==> config.mk <==
export PLATFORM = sky130hd
export DESIGN_NAME = game_sequencer_flat
export DESIGN_NICKNAME = d
export VERILOG_FILES = /design/src/rtl/game_sequencer_if.sv /design/src/rtl/game_sequencer.sv /design/src/flat_wrapper.sv
export SDC_FILE = /design/constraint.sdc
export NUM_CORES = 1
export LEC_CHECK = 0
export CAP_MARGIN = 15
export CORE_UTILIZATION = 30
export DETAILED_ROUTE_END_ITERATION = 8
export GPL_TIMING_DRIVEN = 0
export SLEW_MARGIN = 20
export SYNTH_ARGS = -nofsm -noshare
export SYNTH_HDL_FRONTEND = slang
export SYNTH_SLANG_ARGS = --single-unit
==> constraint.sdc <==
create_clock -name clk -period 4.4 [get_ports clk]
set_clock_uncertainty 0.2 [all_clocks]
set_input_delay 0.88 -clock clk [delete_from_list [all_inputs] [get_ports clk]]
set_output_delay 0.88 -clock clk [all_outputs]
set_load 0.005 [all_outputs]
**Run 1: I/O pins on the die edge**

Drawn at 4 px/um. Pins as bars across the die edge, other pins in gray.
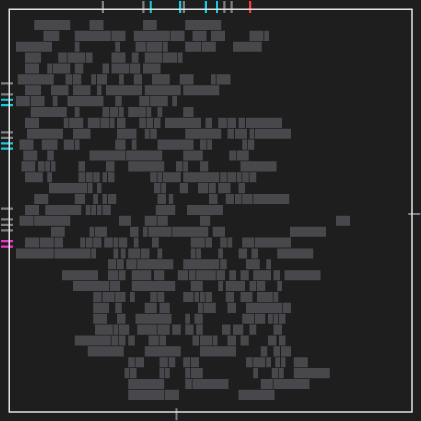
- `reset`: red (pins 1; direction input; edge north)
- `bus_state`: magenta (pins 2; direction output; edge west)
- `bus_score`: cyan (pins 8; direction output; edge 4 west, 4 north)
Die X: 100 um
IO Port Bufs: 25

**Run 1: M2 wires**

Drawn at 4 px/um.
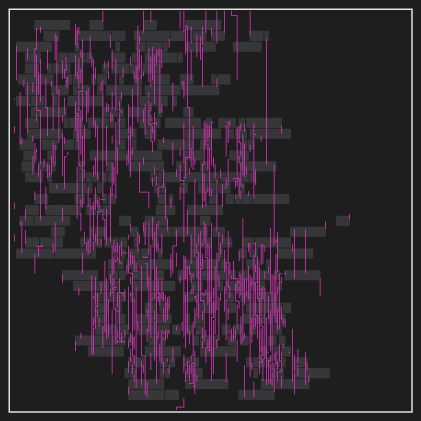
- share of all routed wire: 47%
- wire length on this layer: 3,120 um
GR Util met2: 22.3%
total wire length: 6620 um
DR vias: 2,447

**Run 1: routed metal per tile**

Drawn at 4 px/um. 20 x 20 tiles, from dark blue (low) to red (high), scaled to the fullest tile. Values are wire area over tile area, all layers added.
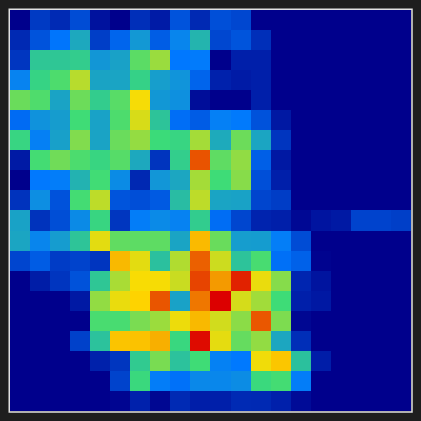
- fullest tile: 0.43
- nearly empty tiles: 36%
- tiles over half the peak: 21%
- mean over tiles: 0.10
- emptiest ninth of the die: north-east
GRT Overall Usage: 13.8%
WL per Instance: 13.9 um

**Run 1: M3 wires**

Drawn at 4 px/um.
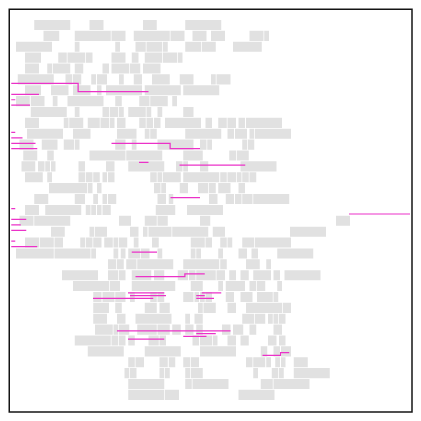
- longest straight run: 28.1 um
- nets with wire on the layer: 28
- share of all routed wire: 4.0%
met3 Resource Use GR: 2.58%

==> metrics.yaml <==
outcome: "finished clean"
path_max_fanout: 10
fp_util_pct: 31.2
yosysTopAreaCellShare_pct: 41.4
tool_warnings: 28
rrSetupSlack_ns: 1.01
antenna_found_initial: 0
diodes: 0
dr_wl_met3_um: 263
layout.cells.non_filler: 476
core_area_um2: 9280
cts-resized-gates: 0
pre_cts_ws_ns: 0.314
max_stage_delay_ns: 0.47
end_kind: "flip-flop"
slowest_stage: "clkdlybuf4s50_1"
timing.slew.headroom_pct: 48.6
ys_seq_share_pct: 43.2
clock-sinks: 50
ff_type: "dfrtp_1"
power_mw: 1.33
drive_gt1_share_pct: 10.1
via_per_inst: 5.14
cts_tree: "yes"
cp-start-kind: "primary input"
netlist_area_um2: 2900
rows: 35
numCtsBuffers: 5
timing.fmax_mhz: 264
path_buffers: 3
ys_cells: 313
post_cts_buffers: 0
largest_reg_flops: 20
drc_errors: 0
setup_ws_ns: 0.619
layout_top_cell: "dfrtp_1"
synth_cell_types: 58
cts_hold_buf: 0
first_global_vias: 2239
setup_tns_ns: 0
drtIter0Drc: 159
vdd_ir_drop_max_mv: 0.231
syn_to_final_growth_pct: 18.7
crit_family: "buffers and inverters"
cp.arrival_ns: 3.80
synth_nets: 332
setup_viol: 0
topCellsByArea: "dfrtp_1 41%, ha_1 6.0%, nand2_1 4.8%, o21ai_0 4.5%, nand3_1 4.3%"
drv_cap: 0
fin_crit_sh_pct: 85.9
rsz0062_at_grt: "false"
hold_path_class: "reg2reg"
crit_cells: 10
hold_viol: 0
nets: 365
chipArea_um2: 10100
gp_congestion: 0.812
ys_area_um2: 2900
io-pin-count: 26
clk_pin_slew_ns: 0.10
grt_pass1_wl_um: 11100
p_per_area_nw_per_um2: 386
fill_cells: 974
p_leak_nw: 1.46
dp_cells: 468
critical_path_required_ns: 4.42
postRouteAntennaNets: 0
async_reset_ff_share_pct: 100
htreeDepth: 2
worst_pin_slew_ns: 0.764
hold_depth: 1
edf_count: 0
root_buffer: "clkbuf_8"
grt_max_degree: 29
final_core_util_pct: 37.1
setup.worst_path.class: "in2reg"
drt_pass1_iterations: 5
fin_area_um2: 3440
yosysWarnings: 0
whs_ns: 0.288
wl_met2_um: 3120
worst-r2r-cell-count: 7
place_area_um2: 3330
gr-total-overflow: 0
wl_met1_um: 3180
top_area_cell: "dfrtp_1"
synth_area_per_cell_um2: 9.26
timing.final.max_slew_violations: 0
numSynthFlops: 50
clock_latency_ns: 0.31
cp_cell_sequence: "clkdlybuf4s50_1, or3b_1, and2_1, clkbuf_1, a21oi_1, clkbuf_1, a21oi_1, o21ai_0, nand4b_1, nor4_2"
top_layer: "met4"
-- run 1: routing by layer --
layer  vias up  global-route usage (%)
met1      1187                    19.2
met3         5                    2.58
li1       1207                       -
met4         0                    3.01
met5         -                       0
met2        48                    22.3
-- run 1: synthesized netlist by cell type (all sizes together) (3+ instances only) --
library cell / count
ha: 14
mux2: 7
a211o: 3
or3: 5
nor4: 5
o21ai: 27
and3: 10
xor2: 3
nand4: 11
mux2i: 4
or4: 4
nand3: 25
a21o: 5
o211ai: 3
nand2: 38
nand2b: 5
nor2: 12
and2: 3
clkbuf: 9
inv: 17
nor3: 8
dfrtp: 48
nor2b: 7
a21oi: 7
o31ai: 5
-- run 1: worst register-to-register path: stages (launching register included) --
cell	delay [ns]
dfrtp_1	0.48
or4b_1	0.58
or4_4	0.54
o21ai_4	0.22
nor3_1	0.09
or4_1	0.49
or4_1	0.45
nor4_2	0.26
-- run 1: power by group --
part           internal (mW)  switching [mW]  leakage [nW]  total, mW
clock network          0.170           0.160        0.0514      0.330
logic                  0.166           0.266         0.746      0.432
registers              0.508          0.0578         0.667      0.566
-- run 1: cell type report --
| class | count | area (um2) | share of cell area, % |
|---|---|---|---|
| inverter | 17 | 63.8 | 1.85 |
| timing repair buffer | 26 | 270 | 7.85 |
| clock inverter | 2 | 37.5 | 1.09 |
| sequential | 50 | 1250 | 36.4 |
| multi-input combinational | 237 | 1540 | 44.7 |
| clock buffer | 6 | 72.6 | 2.11 |
| tap | 129 | 161 | 4.69 |
| buffer | 9 | 43.8 | 1.27 |
-- run 1: kinds of logic (layout without fill, tap and decap cells) --
family / count (synthesis) / in the layout / synth area share (%)
adders and majority gates: 14 / 14 / 6.04
muxes: 11 / 11 / 4.10
AOI/OAI and AO/OA: 60 / 60 / 13.4
DFF: 50 / 50 / 43.2
xor gates and xnor gates: 5 / 5 / 1.51
and+or+nand+nor: 147 / 147 / 28.0
buffers and inverters: 26 / 60 / 3.71
Power is estimated from default activity; no workload was simulated.
